Fig. 1: run 1, clock distribution
(2 px per um)
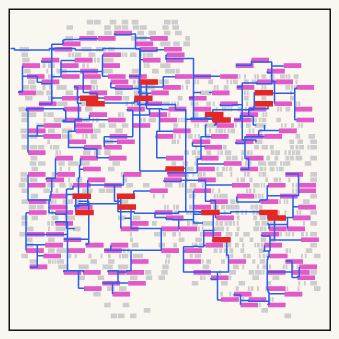
Fig. 2: run 1, layout detail
Window x 65 to 95, y 33 to 63 um. Cells in grey, sequential cells in the stronger grey; small squares are vias.
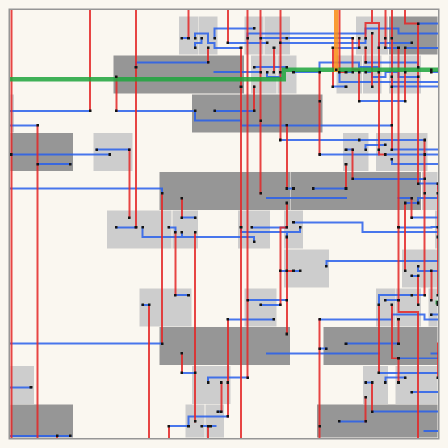
Fig. 3: run 1, track usage over the die
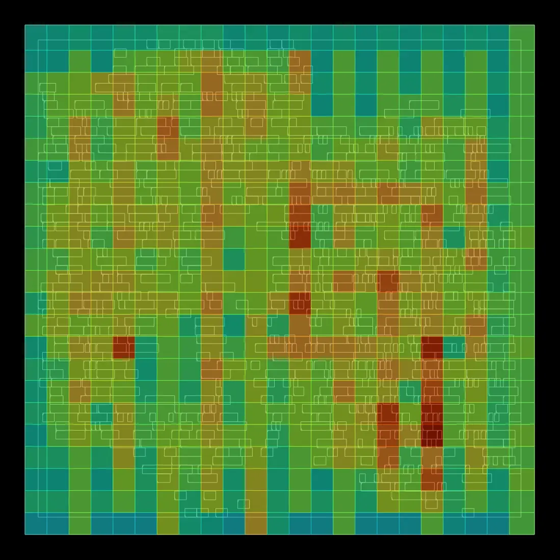
Fig. 4: run 1, gate-type map
(4 px per um)
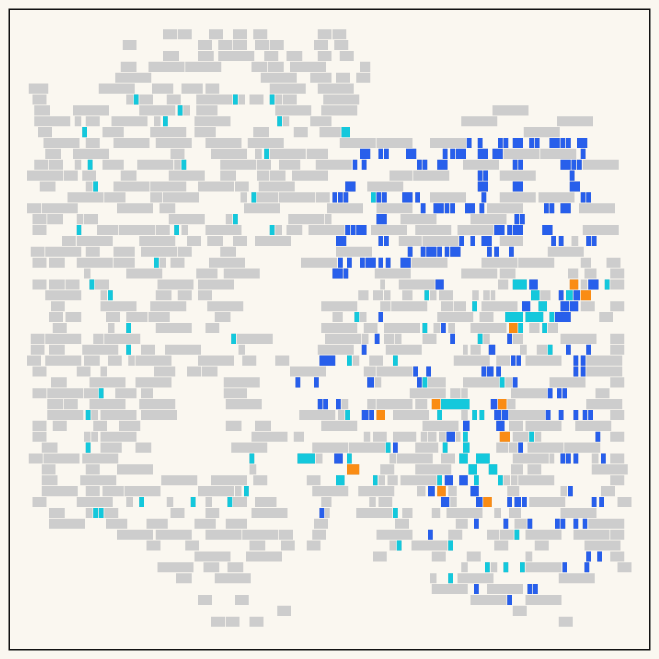
**src/rtl/cde_jtag_rpc_reg.sv**
```systemverilog
// cde_jtag_rpc_reg: JTAG RPC data registers (address, data, chip ID)
// turning DR scans into single-beat read/write bus commands.
module cde_jtag_rpc_reg #(
    parameter int ADD_WIDTH = 16,
    parameter int DATA_WIDTH = 32,
    parameter int INST_LENGTH = 4,
    parameter logic [INST_LENGTH-1:0] RPC_ADD = 4'b1001,
    parameter logic [INST_LENGTH-1:0] RPC_DATA = 4'b1010,
    parameter logic [INST_LENGTH-1:0] CHIP_ID_ACCESS = 4'b0011,
    parameter logic [31:0] CHIP_ID_VAL = 32'h0000_0001
) (
    input  logic                   clk,
    input  logic                   trst_n_pad_in,
    input  logic                   tdi_pad_in,
    input  logic                   capture_dr,
    input  logic                   shift_dr,
    input  logic                   update_dr,
    input  logic                   test_logic_reset,
    input  logic [INST_LENGTH-1:0] instruction,
    output logic                   tdo,
    output logic                   cmd_valid,
    input  logic                   cmd_ready,
    output logic                   cmd_wr,
    output logic [ADD_WIDTH-1:0]   cmd_addr,
    output logic [DATA_WIDTH-1:0]  cmd_wdata,
    input  logic                   rsp_valid,
    input  logic [DATA_WIDTH-1:0]  rsp_rdata
);

    typedef enum logic [1:0] {
        IDLE = 2'd0,
        REQ  = 2'd1,
        WAIT = 2'd2
    } state_t;

    state_t state_q, state_d;

    logic [ADD_WIDTH+1:0]  add_sr_q, add_sr_d;
    logic [DATA_WIDTH:0]   dat_sr_q, dat_sr_d;
    logic [31:0]           id_sr_q, id_sr_d;
    logic [ADD_WIDTH-1:0]  addr_q, addr_d;
    logic [DATA_WIDTH-1:0] rdata_q, rdata_d;
    logic                  wr_mode_q, wr_mode_d;
    logic                  ovr_q, ovr_d;
    logic                  cmd_wr_q, cmd_wr_d;
    logic [ADD_WIDTH-1:0]  cmd_addr_q, cmd_addr_d;
    logic [DATA_WIDTH-1:0] cmd_wdata_q, cmd_wdata_d;

    logic sel_add, sel_dat, sel_id;
    logic busy;
    logic data_go;

    assign sel_add = (instruction == RPC_ADD);
    assign sel_dat = (instruction == RPC_DATA);
    assign sel_id  = (instruction == CHIP_ID_ACCESS);
    assign busy    = (state_q != IDLE);
    assign data_go = update_dr && sel_dat && !busy;

    assign cmd_wr    = cmd_wr_q;
    assign cmd_addr  = cmd_addr_q;
    assign cmd_wdata = cmd_wdata_q;

    // Serial output: bit 0 of whichever DR the instruction selects.
    always_comb begin
        tdo = 1'b0;
        if (sel_add) begin
            tdo = add_sr_q[0];
        end else if (sel_dat) begin
            tdo = dat_sr_q[0];
        end else if (sel_id) begin
            tdo = id_sr_q[0];
        end
    end

    // Shift registers: capture parallel status, shift right from TDI.
    always_comb begin
        add_sr_d = add_sr_q;
        dat_sr_d = dat_sr_q;
        id_sr_d  = id_sr_q;
        if (sel_add) begin
            if (capture_dr) begin
                add_sr_d = {addr_q, ovr_q, busy};
            end else if (shift_dr) begin
                add_sr_d = {tdi_pad_in, add_sr_q[ADD_WIDTH+1:1]};
            end
        end
        if (sel_dat) begin
            if (capture_dr) begin
                dat_sr_d = {rdata_q, busy};
            end else if (shift_dr) begin
                dat_sr_d = {tdi_pad_in, dat_sr_q[DATA_WIDTH:1]};
            end
        end
        if (sel_id) begin
            if (capture_dr) begin
                id_sr_d = CHIP_ID_VAL;
            end else if (shift_dr) begin
                id_sr_d = {tdi_pad_in, id_sr_q[31:1]};
            end
        end
    end

    // Update handling, command field latching and read data return.
    always_comb begin
        addr_d      = addr_q;
        wr_mode_d   = wr_mode_q;
        ovr_d       = ovr_q;
        rdata_d     = rdata_q;
        cmd_wr_d    = cmd_wr_q;
        cmd_addr_d  = cmd_addr_q;
        cmd_wdata_d = cmd_wdata_q;
        if (update_dr && sel_add) begin
            if (busy) begin
                ovr_d = 1'b1;
            end else begin
                wr_mode_d = add_sr_q[0];
                addr_d    = add_sr_q[ADD_WIDTH+1:2];
                if (add_sr_q[1]) begin
                    ovr_d = 1'b0;
                end
            end
        end
        if (update_dr && sel_dat) begin
            if (busy) begin
                ovr_d = 1'b1;
            end else begin
                cmd_wr_d   = wr_mode_q;
                cmd_addr_d = addr_q;
                if (wr_mode_q) begin
                    cmd_wdata_d = dat_sr_q[DATA_WIDTH:1];
                end
                addr_d = addr_q + ADD_WIDTH'(1);
            end
        end
        if (state_q == WAIT && rsp_valid && !cmd_wr_q) begin
            rdata_d = rsp_rdata;
        end
        // TAP reset clears the scan-side setup but lets a command finish.
        if (test_logic_reset) begin
            addr_d    = '0;
            wr_mode_d = 1'b0;
            ovr_d     = 1'b0;
        end
    end

    // Command FSM next state and request strobe.
    always_comb begin
        state_d   = state_q;
        cmd_valid = 1'b0;
        unique case (state_q)
            IDLE: begin
                if (data_go) begin
                    state_d = REQ;
                end
            end
            REQ: begin
                cmd_valid = 1'b1;
                if (cmd_ready) begin
                    state_d = WAIT;
                end
            end
            WAIT: begin
                if (rsp_valid) begin
                    state_d = IDLE;
                end
            end
            default: begin
                state_d = IDLE;
            end
        endcase
    end

    // State registers, cleared asynchronously by TRST.
    always_ff @(posedge clk or negedge trst_n_pad_in) begin
        if (!trst_n_pad_in) begin
            state_q     <= IDLE;
            add_sr_q    <= '0;
            dat_sr_q    <= '0;
            id_sr_q     <= '0;
            addr_q      <= '0;
            rdata_q     <= '0;
            wr_mode_q   <= 1'b0;
            ovr_q       <= 1'b0;
            cmd_wr_q    <= 1'b0;
            cmd_addr_q  <= '0;
            cmd_wdata_q <= '0;
        end else begin
            state_q     <= state_d;
            add_sr_q    <= add_sr_d;
            dat_sr_q    <= dat_sr_d;
            id_sr_q     <= id_sr_d;
            addr_q      <= addr_d;
            rdata_q     <= rdata_d;
            wr_mode_q   <= wr_mode_d;
            ovr_q       <= ovr_d;
            cmd_wr_q    <= cmd_wr_d;
            cmd_addr_q  <= cmd_addr_d;
            cmd_wdata_q <= cmd_wdata_d;
        end
    end

endmodule

```
**config.mk**
```make
export PLATFORM = sky130hd
export DESIGN_NAME = cde_jtag_rpc_reg
export DESIGN_NICKNAME = d
export VERILOG_FILES = /design/src/rtl/cde_jtag_rpc_reg.sv
export SDC_FILE = /design/constraint.sdc
export NUM_CORES = 1
export LEC_CHECK = 0
export CAP_MARGIN = 20
export CORE_MARGIN = 4
export CORE_UTILIZATION = 35
export DETAILED_ROUTE_END_ITERATION = 6
export GPL_ROUTABILITY_DRIVEN = 0
export PLACE_DENSITY = 0.57
export SKIP_LAST_GASP = 1
export SLEW_MARGIN = 10
export SYNTH_ARGS = -nofsm -noshare
export SYNTH_HDL_FRONTEND = slang
export SYNTH_SLANG_ARGS = --single-unit
```
**constraint.sdc**
```tcl
create_clock -name clk -period 4.76 [get_ports clk]
set_input_delay 0.952 -clock clk [delete_from_list [all_inputs] [get_ports clk]]
set_output_delay 0.952 -clock clk [all_outputs]
set_load 0.02 [all_outputs]
```
==> out/metrics.cfg, run 1 <==
[synth]
synth_adder_area_share_pct=0.155
mux_share_pct=16.3
ys_seq_share_pct=57.1
syn_nets=772
ys_area_um2=8060
edf_count=0
logic_family=simple AND/OR/NAND/NOR gates
synth-simple-area-share_pct=16.3
yosys-top-cells-area=dfrtp_1 (57%), nand2_1 (6.0%), mux2i_1 (6.0%)
yosysTopAreaCellShare_pct=57.1
synth_top_cell_by_count=dfrtp_1
ys.flops=184
synthFlopType=dfrtp_1
xor_area_share_pct=0.326
synth_top_cell_by_area=dfrtp_1

[clock_network]
cts_tree=yes
root_buffer=clkbuf_16
cts_resized=0
clockBufferDepth=2

[sta]
whs_ns=0.462
fmax_mhz=284
maxSlewViolCount=0
finalSetupTns_ns=0
tightest_slew_ns=0.848
post-route-min-period_ns=3.52
setup_viol=0

[pwr]
netSwitchingPower_mw=1.14
p_per_area_nw_per_um2=402
finalPower_mw=3.97
p_sw_share_pct=28.7
combPwrFrac_pct=12.9
seqPwrFrac_pct=50.6

[cells_and_area]
buffer_area_share_pct=10.5
area_delta_synth_final_pct=22.6
max_flop_register=dat_sr_q
largestClassByArea=sequential cells
clockBufferCount=17
flops=184
logic_gate_count=493
largest_reg_flops=33
drive_gt1_share_pct=14.6
clock_area_share_pct=6.22
nets=855
logic_area_um2=3240

[die]
die_h_um=160
row_count=55
coreArea_um2=22600
fp_util_pct=35.6
dieWidth_um=160
io_pins=96

[min_path]
holdPathEnd=id_sr_q[1]$_DFFE_PN0P_
holdPathStages=2
holdCritPathClass=register to register
hold_start=id_sr_q[1]$_DFFE_PN0P_

[critical_path]
crit_fanout=6
critPathKind=input pin to output pin
max_stage_delay_ns=0.60
endpoint=tdo
cp.required_ns=3.81
reg2reg_slack_ns=2.74
r2r_cells=4
startpoint_type=input pin
crit_top_cell=clkdlybuf4s50_1
crit_chain=clkdlybuf4s50_1 > and2b_1 > a32oi_1 > nor2_1 > clkdlybuf4s50_1
worstSetupPathDepth=5
cp-startpoint=instruction[1]

[run_status]
status=complete, no violations

[grt]
grt_overflow=0
grt_max_degree=101
met2_usage_pct=22.4

[route]
route.detailed.drc=0
firstDrtPassIters=4
route.met2.wl_mm=8.08
drtAntennaViolNets=0
met3WireLength_um=930
met1_length_mm=8.42
drt_iter0_markers=317
drt-vias-per-instance=4.93

[placement]
post-place-ws_ns=1.25

Back to the opening pictures, Fig. 1:
- red: clock-net drivers (count 17)
- blue: clock wires (length 2400 um)
- magenta: flip-flops (count 184)
- routed clock nets: 18
skew final: 0.0137 ns
worst-skew pair later-pin latency: 0.43 ns
Clock Power Share: 36.5%
P_clk: 1.45 mW

Back to the opening pictures, Fig. 2:
- blue: M1
- orange: M4
- red: M2
- green: M3
- most frequent: dfrtp_1 (7), nand2_1 (5), a21oi_1 (5)
- cells with their middle in the window: 36
- netlist names of flops here include: add_sr_q (4), state_q (2)
- sequential cells in the window: 7

Back to the opening pictures, Fig. 3:
GR Layer Usage met3: 4.13%
gr busiest metal: met2
Overall Global Routing Usage: 14.1%
grt met1 use: 19.3%

Back to the opening pictures, Fig. 4:
- cyan: nor cells (cells 83; most used nor2_1)
- orange: and/or cells (cells 10)
- blue: nand cells (cells 186; most used nand2_1)
final cell count without fillers: 1107
Comb area share: 32.8%

==> run 2, diff against run 1 <==
==> constraint.sdc (replaced) <==
create_clock -name clk -period 3.6 [get_ports clk]
set_input_delay 0.72 -clock clk [delete_from_list [all_inputs] [get_ports clk]]
set_output_delay 0.72 -clock clk [all_outputs]
set_load 0.02 [all_outputs]
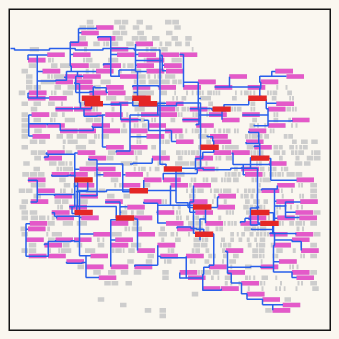
Fig. 5. Clock distribution (run 2).
(2 px per um)
- magenta: flip-flops (count 184)
- red: clock-net drivers (count 17)
- blue: clock wires (length 2290 um)
- routed clock nets: 18
P_clk: 1.89 mW
skew final: 0.0152 ns
Clock Power Share: 36.2%

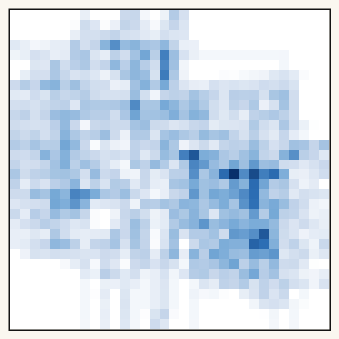
Fig. 6. Signal metal coverage by tile (run 2).
(2 px per um) The die is cut into 32 by 32 equal tiles; white is low, dark blue is high, scaled to the fullest tile. Values are wire area over tile area, all layers added.
- fullest tile: 0.54
- mean over tiles: 0.11
- nearly empty tiles: 22%
- emptiest ninth of the die: top right
- tiles over half the peak: 5.5%
routed len/inst: 16.1 um
final wirelength: 17.9 mm
Overall Global Routing Usage: 14.4%
via count: 5542

==> out/metrics.cfg, run 2 <==
[pwr]
p_per_area_nw_per_um2=528  ; +31%
p_sw_share_pct=27.6  ; -1.1 points
combPwrFrac_pct=13.0  ; about the same
finalPower_mw=5.23  ; +32%

[grt]
grt_most_used_layer=met2
grt_max_degree=92  ; -8.9%

[critical_path]
crit_fanout=6  ; unchanged
max_stage_delay_ns=0.60  ; about the same
crit_top_cell=clkdlybuf4s50_1
worstSetupPathDepth=5  ; unchanged
cp.required_ns=2.88  ; -0.93 ns
cp-startpoint=instruction[1]
critPathKind=input pin to output pin
crit_chain=clkdlybuf4s50_1 > and2b_1 > a32oi_1 > nor2_1 > clkdlybuf4s50_1
startpoint_type=input pin

[cells_and_area]
max_flop_register=dat_sr_q
buffer_area_share_pct=10.9  ; +0.37 points
nets=857  ; +0.23%
clockBufferCount=17  ; unchanged
area_delta_synth_final_pct=23.0
logic_gate_count=493  ; unchanged
largestClassByArea=sequential cells
logic_area_um2=3240  ; unchanged
clock_area_share_pct=6.15  ; -0.072 points
finalNonFillerCells=1109  ; +0.18%

[synth]
synthFlopType=dfrtp_1
ys.flops=184  ; unchanged
xor_area_share_pct=0.326  ; unchanged
yosysTopAreaCellShare_pct=57.1  ; unchanged
syn_nets=772  ; unchanged
ys_seq_share_pct=57.1  ; unchanged
synth_top_cell_by_count=dfrtp_1
mux_share_pct=16.3  ; unchanged
synth_adder_area_share_pct=0.155  ; unchanged
logic_family=simple AND/OR/NAND/NOR gates

[clock_network]
cts_resized=0  ; unchanged
clk_latency_ns=0.43  ; about the same
cts_tree=yes
clockBufferDepth=2  ; unchanged

[sta]
finalSetupTns_ns=0  ; unchanged
fmax_mhz=324
whs_ns=0.350  ; -0.112 ns
tightest_slew_ns=0.823  ; -0.0246 ns
maxSlewViolCount=0  ; unchanged

[route]
met3WireLength_um=896  ; -3.7%
route.detailed.drc=0  ; unchanged
met1_length_mm=8.61  ; +2.2%
drtAntennaViolNets=0  ; unchanged
route.met2.wl_mm=8.24  ; +1.9%

[run_status]
status=complete, no violations

[die]
dieWidth_um=160  ; unchanged
io_pins=96  ; unchanged
coreArea_um2=22600  ; unchanged
row_count=55  ; unchanged

[min_path]
holdCritPathClass=input pin to async pin

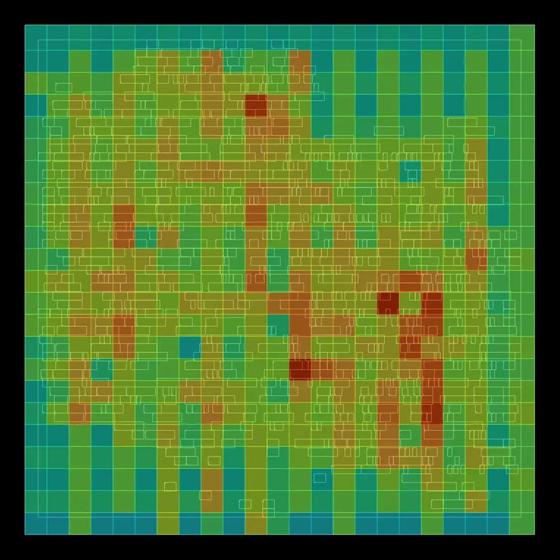
Fig. 7. Track usage over the die (run 2).
GR Layer Usage met3: 4.44%
Layout Utilization: 43.8%
met2 Use GR: 22.3%
grt met1 use: 20.1%

==> run 3, diff against run 2 <==
--- a/config.mk
+++ b/config.mk
@@ -10,6 +10,7 @@
 export CORE_UTILIZATION = 35
 export DETAILED_ROUTE_END_ITERATION = 6
 export GPL_ROUTABILITY_DRIVEN = 0
+export MAX_ROUTING_LAYER = met4
 export PLACE_DENSITY = 0.57
 export SKIP_LAST_GASP = 1
 export SLEW_MARGIN = 10
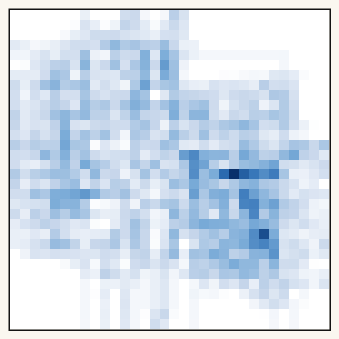
Fig. 8. Signal metal coverage by tile (run 3).
(2 px per um) The die is cut into 32 by 32 equal tiles; white is low, dark blue is high, scaled to the fullest tile. Values are wire area over tile area, all layers added.
- fullest tile: 0.57
- tiles over half the peak: 3.5%
- emptiest ninth of the die: top right
- mean over tiles: 0.11
- nearly empty tiles: 22%
final wirelength: 17.8 mm
via count: 5560

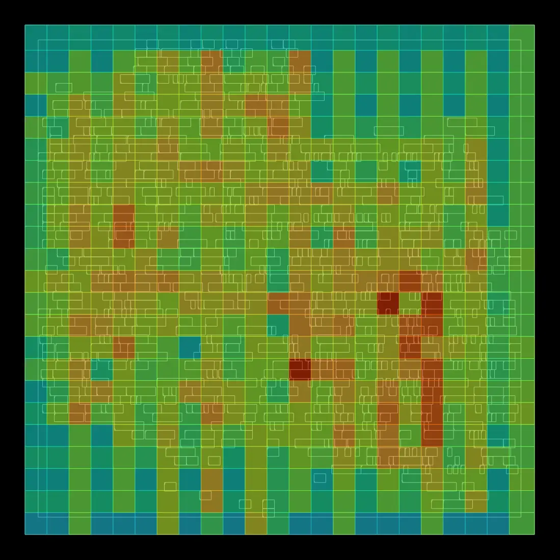
Fig. 9. Track usage over the die (run 3).
GR Layer Usage met3: 3.85%
Overall Global Routing Usage: 14.9%
routed len/inst: 16.1 um
grt met1 use: 20.2%

==> out/metrics.cfg, run 3 <==
[run_status]
status=complete, no violations

[clock_network]
cts_setup_buffers=0
cts.clk_slew.worst_paths_ns=0.08
clockBufferDepth=2  ; unchanged
cts_resized=0  ; unchanged
clk_latency_ns=0.43  ; about the same
cts_tree=yes

[synth]
ys_seq_share_pct=57.1  ; unchanged
synth_top_cell_by_count=dfrtp_1
syn_nets=772  ; unchanged
ys.flops=184  ; unchanged
synthFlopType=dfrtp_1
xor_area_share_pct=0.326  ; unchanged
synth_adder_area_share_pct=0.155  ; unchanged
yosysTopAreaCellShare_pct=57.1  ; unchanged
logic_family=simple AND/OR/NAND/NOR gates

[sta]
tightest_slew_ns=0.806  ; -0.0174 ns
finalSetupTns_ns=0  ; unchanged
fmax_mhz=325  ; +0.35%
whs_ns=0.345  ; -0.00502 ns
maxSlewViolCount=0  ; unchanged
finalClockSkew_ns=0.0143  ; -0.000919 ns

[route]
met3WireLength_um=809  ; -9.7%
route.met2.wl_mm=8.21  ; -0.32%
route.detailed.drc=0  ; unchanged
met1_length_mm=8.66  ; +0.65%
drtAntennaViolNets=0  ; unchanged

[pwr]
pg_clk_mw=1.89  ; about the same
p_per_area_nw_per_um2=528  ; about the same
clock_power_share_pct=36.2  ; about the same
combPwrFrac_pct=13.0  ; about the same

[die]
dieWidth_um=160  ; unchanged
io_pins=96  ; unchanged
coreArea_um2=22600  ; unchanged
row_count=55  ; unchanged

[critical_path]
startpoint_type=input pin
critPathKind=input pin to output pin
cp-startpoint=instruction[1]
crit_fanout=6  ; unchanged
cp.required_ns=2.88  ; about the same
max_stage_delay_ns=0.60  ; about the same
crit_chain=clkdlybuf4s50_1 > and2b_1 > a32oi_1 > nor2_1 > clkdlybuf4s50_1

[grt]
grt_most_used_layer=met2
grt_max_degree=92  ; unchanged
met2_usage_pct=22.3  ; unchanged

[cells_and_area]
max_flop_register=dat_sr_q
clockBufferCount=17  ; unchanged
regArea_um2=4600
logic_area_um2=3240  ; unchanged
clock_area_share_pct=6.15  ; unchanged
logic_gate_count=493  ; unchanged
post-route-util_pct=43.8  ; unchanged
buffer_area_share_pct=10.9  ; unchanged
nets=857  ; unchanged
area_delta_synth_final_pct=23.0  ; unchanged

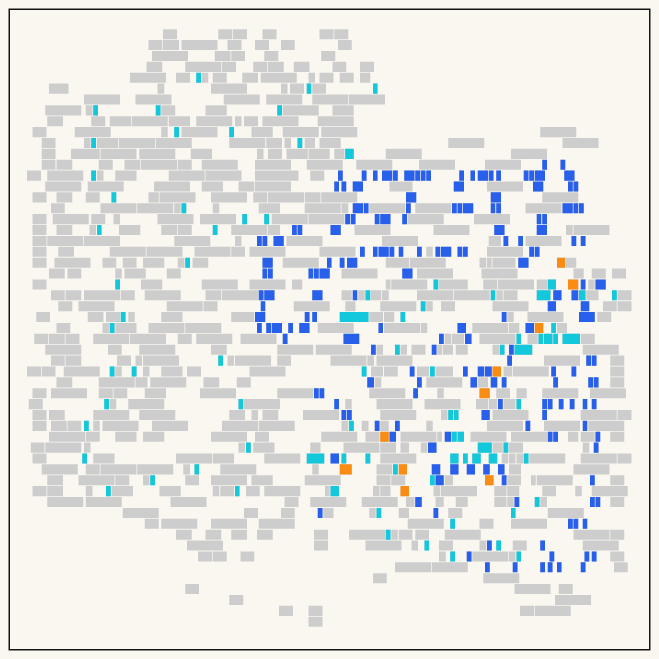
Fig. 10. Gate-type map (run 3).
(4 px per um)
- orange: and/or cells (cells 10)
- cyan: nor cells (cells 83; most used nor2_1)
- blue: nand cells (cells 186; most used nand2_1)
final cell count without fillers: 1109
dominant logic cell type in the layout: dfrtp_1

Power and IR drop assume default switching activity.
